### src/rtl/bsr_seq.sv
// bsr_seq: round-robin shared shift-right sequencer.
// Two requesters, 2-bit/1-bit steps per cycle, registered result.
module bsr_seq #(
    parameter int D_WIDTH = 32,
    parameter int SH_W    = 5
) (
    input  logic               CLK,
    input  logic               RST,
    input  logic               REQ0,
    input  logic               REQ1,
    input  logic [SH_W-1:0]    SHAMT0,
    input  logic [SH_W-1:0]    SHAMT1,
    input  logic               ARITH0,
    input  logic               ARITH1,
    input  logic [D_WIDTH-1:0] D_IN0,
    input  logic [D_WIDTH-1:0] D_IN1,
    output logic               GNT0,
    output logic               GNT1,
    output logic               BUSY,
    output logic               VALID,
    output logic               RID,
    output logic [D_WIDTH-1:0] D_OUT
);

    typedef enum logic [1:0] {
        IDLE  = 2'd0,
        SHIFT = 2'd1,
        DONE  = 2'd2
    } state_e;

    state_e             state_q, state_d;
    logic [D_WIDTH-1:0] data_q, data_d;
    logic [D_WIDTH-1:0] dout_q, dout_d;
    logic [SH_W-1:0]    rem_q, rem_d;
    logic               ar_q, ar_d;
    logic               last_q, last_d;
    logic               rid_q, rid_d;

    logic               gnt0, gnt1;
    logic [D_WIDTH-1:0] op_data;
    logic [SH_W-1:0]    op_shamt;
    logic               op_arith;
    logic               fill;

    // Round-robin grant: only in IDLE, suppressed while reset is held.
    always_comb begin
        gnt0 = 1'b0;
        gnt1 = 1'b0;
        if (state_q == IDLE && !RST) begin
            if (REQ0 && REQ1) begin
                gnt0 = last_q;
                gnt1 = !last_q;
            end else begin
                gnt0 = REQ0;
                gnt1 = REQ1;
            end
        end
    end

    // Winner operand mux.
    always_comb begin
        op_data  = gnt1 ? D_IN1  : D_IN0;
        op_shamt = gnt1 ? SHAMT1 : SHAMT0;
        op_arith = gnt1 ? ARITH1 : ARITH0;
    end

    // Next-state, step shifter and result capture.
    always_comb begin
        state_d = state_q;
        data_d  = data_q;
        dout_d  = dout_q;
        rem_d   = rem_q;
        ar_d    = ar_q;
        last_d  = last_q;
        rid_d   = rid_q;
        fill    = ar_q & data_q[D_WIDTH-1];
        unique case (state_q)
            IDLE: begin
                if (gnt0 || gnt1) begin
                    data_d = op_data;
                    rem_d  = op_shamt;
                    ar_d   = op_arith;
                    last_d = gnt1;
                    rid_d  = gnt1;
                    if (op_shamt == '0) begin
                        state_d = DONE;
                        dout_d  = op_data;
                    end else begin
                        state_d = SHIFT;
                    end
                end
            end
            SHIFT: begin
                if (rem_q >= SH_W'(2)) begin
                    data_d = {{2{fill}}, data_q[D_WIDTH-1:2]};
                    rem_d  = rem_q - SH_W'(2);
                end else begin
                    data_d = {fill, data_q[D_WIDTH-1:1]};
                    rem_d  = rem_q - SH_W'(1);
                end
                if (rem_d == '0) begin
                    state_d = DONE;
                    dout_d  = data_d;
                end
            end
            DONE: begin
                state_d = IDLE;
            end
            default: begin
                state_d = IDLE;
            end
        endcase
    end

    // State and datapath registers with synchronous reset.
    always_ff @(posedge CLK) begin
        if (RST) begin
            state_q <= IDLE;
            data_q  <= '0;
            dout_q  <= '0;
            rem_q   <= '0;
            ar_q    <= 1'b0;
            last_q  <= 1'b1;
            rid_q   <= 1'b0;
        end else begin
            state_q <= state_d;
            data_q  <= data_d;
            dout_q  <= dout_d;
            rem_q   <= rem_d;
            ar_q    <= ar_d;
            last_q  <= last_d;
            rid_q   <= rid_d;
        end
    end

    assign GNT0  = gnt0;
    assign GNT1  = gnt1;
    assign BUSY  = (state_q != IDLE);
    assign VALID = (state_q == DONE);
    assign RID   = rid_q;
    assign D_OUT = dout_q;

endmodule

### config.mk
export PLATFORM = sky130hd
export DESIGN_NAME = bsr_seq
export DESIGN_NICKNAME = d
export VERILOG_FILES = /design/src/rtl/bsr_seq.sv
export SDC_FILE = /design/constraint.sdc
export NUM_CORES = 1
export LEC_CHECK = 0
export CORE_MARGIN = 2
export CORE_UTILIZATION = 38
export CTS_CLUSTER_SIZE = 16
export DETAILED_ROUTE_END_ITERATION = 7
export PLACE_DENSITY = 0.76
export SYNTH_ARGS = -nofsm -noshare
export SYNTH_HDL_FRONTEND = slang
export SYNTH_SLANG_ARGS = --single-unit
### constraint.sdc
create_clock -name CLK -period 2.8 [get_ports CLK]
set_input_delay 0.42 -clock CLK [delete_from_list [all_inputs] [get_ports CLK]]
set_output_delay 0.42 -clock CLK [all_outputs]
set_load 0.02 [all_outputs]
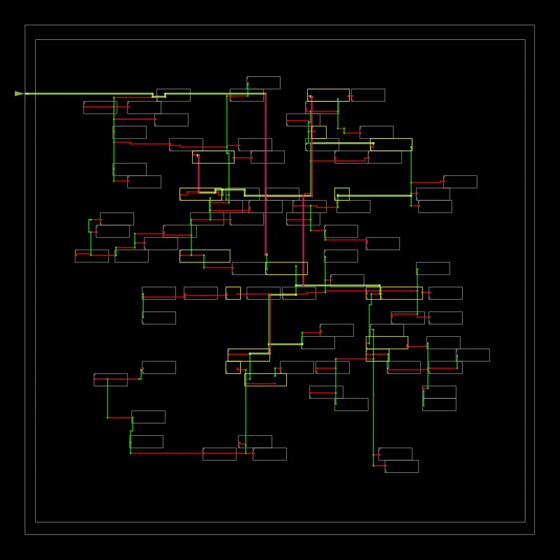
Fig. 1. Clock wiring as the flow saved it (run 1).
Clock group: 1200 uW
Worst-Skew Late Latency: 0.34 ns
number of clock sinks: 73

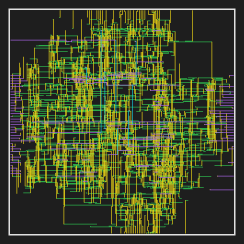
Fig. 2. Metal layers overlaid (run 1).
Scale: 2 px per micron.
| colour | layer | wire length |
|---|---|---|
| purple | met3 | 993 microns |
| cyan | met4 | 195 microns |
| green | met1 | 5780 microns |
| yellow | met2 | 6490 microns |

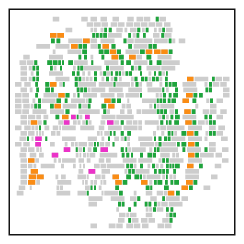
Fig. 3. Selected gate families (run 1).
Scale: 2 px per micron.
| colour | family | cells |
|---|---|---|
| green | NAND gates | 254 |
| magenta | AND-OR and OR-AND gates | 10 |
| orange | multiplexers | 38 |
most frequent logic cell in the layout: nand3_1
Final Instance Count excl. Fillers: 836
fraction of standard cell area in multi-input logic: 45.02%

==> run summary, run 1 <==
On the backend side, the flow ran end to end.

The number of multi-input combinational cells stands at roughly 460. Grouping non-sequential cells by family puts the most area in simple AND/OR/NAND/NOR gates. The time the worst path needs with I/O delays and setup stands at roughly 2.5 ns. The register area share after synthesis stands at 32.98%. The critical path contains buffers and inverters numbering 2 combined.

The total leakage power stands at ~0.0023 uW. The synthesized area per cell stands at 7.411 sq um. The pin count of the biggest net entering global routing stands at a little over 80. The flow ran to the end, and the final reports show no timing, DRC or antenna violations. The startpoint identified for the worst register-to-register timing path is rem_q[1]$_SDFFE_PP0P_. Per the STA report, the cell with the highest stage delay on the worst path is or3b_1. The initial antenna violation count was 0. The count of vias placed by the detailed router stands at 4711.

Yosys mapped a number of flops with a built-in enable equal to 0. The area fraction in mux cells stands at 8.667%. The number of clock buffers in the layout stands at 10.

The worst register-to-register path has a depth of 8. Per the detail_route log, met3 wirelength is 993 microns. The worst hold path begins at data_q[17]$_SDFFE_PP0P_. Among all cell types in the netlist, the one instantiated most often is nand3_1. The arrival time of data at the worst endpoint is listed as roughly 2.8 ns. Note that the worst hold path type here is flop to flop.

The highest metal layer carrying signal wires in the routed design is met4. The combined area of the multi-input logic cells stands at 2704 sq um. The capture point of the worst register-to-register path is recorded as D_OUT[3]$_SDFFE_PP0P_.

The global-route congestion overflow total stands at 0. The worst setup slack for register-to-register paths stands at between 0.2 and 0.3 ns. The final weighted congestion in routability-driven placement stands at roughly 0.82. Looking at the max-slew report, the worst-margin pin has a slew of slightly above 0.8 ns. dfxtp_1 takes more of the synthesized area than any other cell.

The post-synthesis cell area stands at around 4400 sq um. Setup repair after global routing left no endpoint under its margin. The cell-mix breakdown from Yosys lists the adder-cell area share as under 10%.
## run 1: metrics by stage
stage / std cells / cell area (sq um)
floorplan: 598 / 4432
global placement: 820 / 5688
detailed placement: 820 / 5688
CTS: 836 / 6001
global route: 836 / 6006
finish: 836 / 6006
## run 1: what timing repair did
action / 4_1_cts / 5_1_grt
endpoints found under the setup margin: 0 / 33
gates resized: 0 / 1
endpoints found under the hold margin: 0 / 0
## run 1: registers in the layout, indices dropped and copies added, names as in the netlist
name,flops
D_OUT,32
data_q,31
rem_q,5
state_q,2
RID,1
ar_q,1
last_q,1
## run 1: layer usage
layer	global-route usage [%]	vias up
li1	-	2321
met1	27.21	2167
met2	36.85	206
met3	4.518	17
met4	6.260	0
met5	0	-
## run 1: where the power goes
group	internal [uW]	switching (uW)
combinational	368	537
sequential	1110	59.9
clock	725	470
--- run 2 (diff from run 1) ---
Settings changed: HOLD_SLACK_MARGIN from default to 0.06.
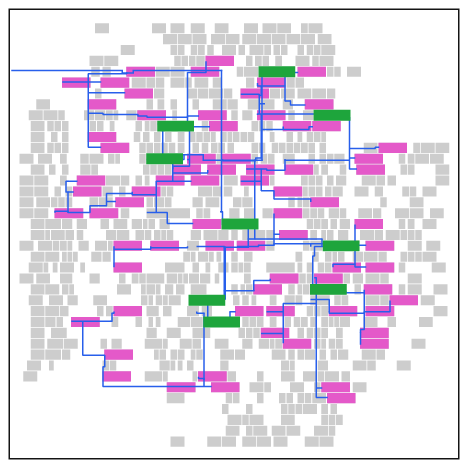
Fig. 4. Routed clock nets over the placement (run 2).
Scale: 4 px per micron.
[magenta] flip-flops | count: 73
[blue] clock wires | length: 957 microns
[green] cells driving clock nets | count: 9
routed clock nets: 10

==> run 2 against run 1 <==
  * Clock skew is the same
  * Design area is the same
  * Clock power is essentially flat
  * Total power is the same
  * Combinational power is essentially flat
  * Fmax is the same
  * Sequential share of layout area is the same
  * Register-to-register slack is essentially flat
  * Wire length is the same
  * Synthesized cell count is the same
==> run summary, run 2 <==
On the backend side, the flow ran end to end.

The highest signal layer in the routed design is met4 (unchanged). The combinational power stands at 905 uW (about the same). The highest-count logic cell in the final layout is nand3_1 (unchanged). The fraction of met2 tracks used by global routing came to 36.85% (unchanged). Unrepaired setup endpoints after global routing: false (unchanged). The global-route layer with the greatest usage was met2 (unchanged). The share of total power in sequential cells stands at 35.8% (about the same). The cell with the largest stage delay on the worst path was or3b_1 (unchanged). The pin count of the biggest net entering global routing stands at 82 (unchanged). The power consumed by the clock network was 1200 uW (about the same). The met3 usage in global routing is 4.518% (unchanged).

The met3 routed wirelength stands at 993 microns (unchanged). The final instance area came to 6006 sq um (unchanged). The switching part of the total stands at 32.64% (unchanged). The combinational group share of total power stands at 27.7% (about the same). The design internal power stands at 2202 uW (unchanged). The post-synthesis cell type with the largest combined area is dfxtp_1 (unchanged).

The combinational share of cell area came to 45.02% (unchanged). The buffers plus inverters on the worst setup path came to 2 (unchanged). The initial antenna violation count stands at 0 (unchanged).

The number of clock buffers in the layout stands at 10 (unchanged). The register area share after synthesis came to 32.98% (unchanged). The number of clock sinks stands at 73 (unchanged).

The data arrival at the endpoint of the critical path stands at 2.76 ns (about the same). The fraction of power consumed by the clock network stands at 36.6% (about the same). The number of enable flip-flop cells was 0 (unchanged). The number of multi-input combinational cells stands at 461 (unchanged). The met1 track demand over resource stands at 27.21% (unchanged). The synthesized area per cell is 7.411 sq um (unchanged). The cell total after placement stands at 820 (unchanged). The net switching power stands at 1067 uW (unchanged). The combined area of the multi-input logic cells is 2704 sq um (unchanged). The most frequent cell after synthesis is nand3_1 (unchanged). The group drawing the most power was the clock network (unchanged).

The time the worst path needs with I/O delays and setup stands at 2.547 ns (unchanged). The total leakage power is 0.002314 uW (unchanged). Outcome: complete, no violations (unchanged).
run 2: cell counts after synthesis:
No cell type changed its count.
run 2: final timing paths:
path                                               from                      end  slack [ns]  cells past startpoint
worst max register to register    rem_q[1]$_SDFFE_PP0P_    D_OUT[3]$_SDFFE_PP0P_        0.25                      8
worst max-delay path              rem_q[1]$_SDFFE_PP0P_    D_OUT[3]$_SDFFE_PP0P_        0.25                      8
worst min-delay path            data_q[17]$_SDFFE_PP0P_  data_q[17]$_SDFFE_PP0P_        0.47                      2
worst min register to register  data_q[17]$_SDFFE_PP0P_  data_q[17]$_SDFFE_PP0P_        0.47                      2
run 2: cells by family after synthesis:
logic type	share of synthesized area, %
xor+xnor	0.1977
flops	32.98
compound gates	16.49
simple gates	33.91
buf+inv	6.634
mux	8.667
fa+ha+maj	1.129
--- run 3 (diff from run 2) ---
Settings changed: SLEW_MARGIN from default to 40.
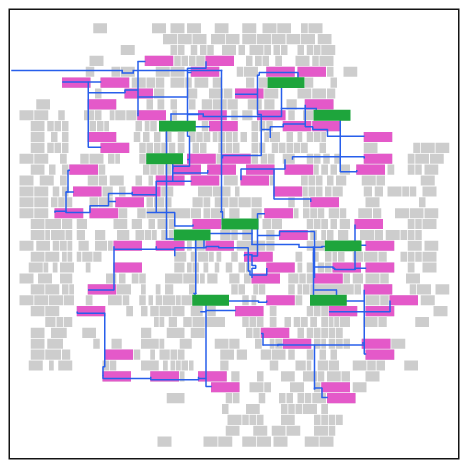
Fig. 5. Routed clock nets over the placement (run 3).
Scale: 4 px per micron.
Clock group: 1260 uW
Layout Skew: 0.006314 ns
part of the power in the clock network: 37.8%

==> run 3 against run 2 <==
  * Fmax is 0.75% lower
  * Clock skew down 0.0028 ns
  * Global-route usage rose by 0.18 points
  * Combinational power fell by 0.4%
  * Non-clock buffer count unchanged
  * Clock-buffer cell count down 1
  * Final cell count did not move
  * Register-to-register slack got worse by 0.02 ns
  * Total power is 1.9% higher
  * Wire length down 0.84%
  * Worst hold slack better by 0.0022 ns
  * Critical path type unchanged
==> run summary, run 3 <==
On the backend side, the flow ran end to end.

The startpoint of the most critical setup path was rem_q[1]$_SDFFE_PP0P_ (unchanged). The flip-flop count of the largest register after layout was 32 (unchanged). The initial antenna violation count stands at 0 (unchanged). The switching part of the total came to 31.98% (was 32.64%). The fraction of the mapped netlist area in simple logic gates stands at 33.91% (unchanged).

The cell total after placement stands at 820 (unchanged). The combinational power stands at 901 uW (was 905 uW). The start point of the worst hold path is data_q[22]$_SDFFE_PP0P_ (was data_q[17]$_SDFFE_PP0P_). The capturing instance or port of the critical path was D_OUT[12]$_SDFFE_PP0P_ (was D_OUT[3]$_SDFFE_PP0P_). The class of the most critical hold timing path was flop to flop (unchanged). The global-route layer with the greatest usage is met2 (unchanged). The register area share after synthesis is 32.98% (unchanged). The met3 usage in global routing came to 4.790% (was 4.518%). Outcome: complete, no violations (unchanged).

The adder-cell area share of the yosys netlist stands at 1.129% (unchanged). The post-synthesis cell area came to 4432 sq um (unchanged). The top logic cell family in the synthesized netlist was simple AND/OR/NAND/NOR gates (unchanged). The area fraction in mux cells stands at 8.667% (unchanged). The sequential group power stands at 1170 uW (about the same). Unrepaired setup endpoints after global routing: false (unchanged). The met3 routed wirelength came to 934 microns (was 993 microns). The final weighted congestion in routability-driven placement was 0.8202 (unchanged). The start of the worst register-to-register path is rem_q[1]$_SDFFE_PP0P_ (unchanged).
## run 3: cell counts after synthesis
No cell type changed its count.
## run 3: area by class of cell
class | count | area (sq um) | area share, %
clock inverter | 7 | 101.3 | 1.684
multi-input combinational | 461 | 2704 | 44.92
timing repair buffer | 137 | 1326 | 22.03
sequential | 73 | 1461 | 24.28
tap | 143 | 178.9 | 2.972
clock buffer | 9 | 225.2 | 3.741
inverter | 6 | 22.52 | 0.3741
## run 3: worst max-delay path, stage by stage, from the launching register on
cell      delay (ns)
dfxtp_1         0.36
inv_1           0.14
ha_1            0.28
or3b_1          0.42
nor4_1          0.30
a221oi_1        0.11
o32a_2          0.42
buf_4           0.24
mux2i_1         0.15
Power and IR drop assume default switching activity.
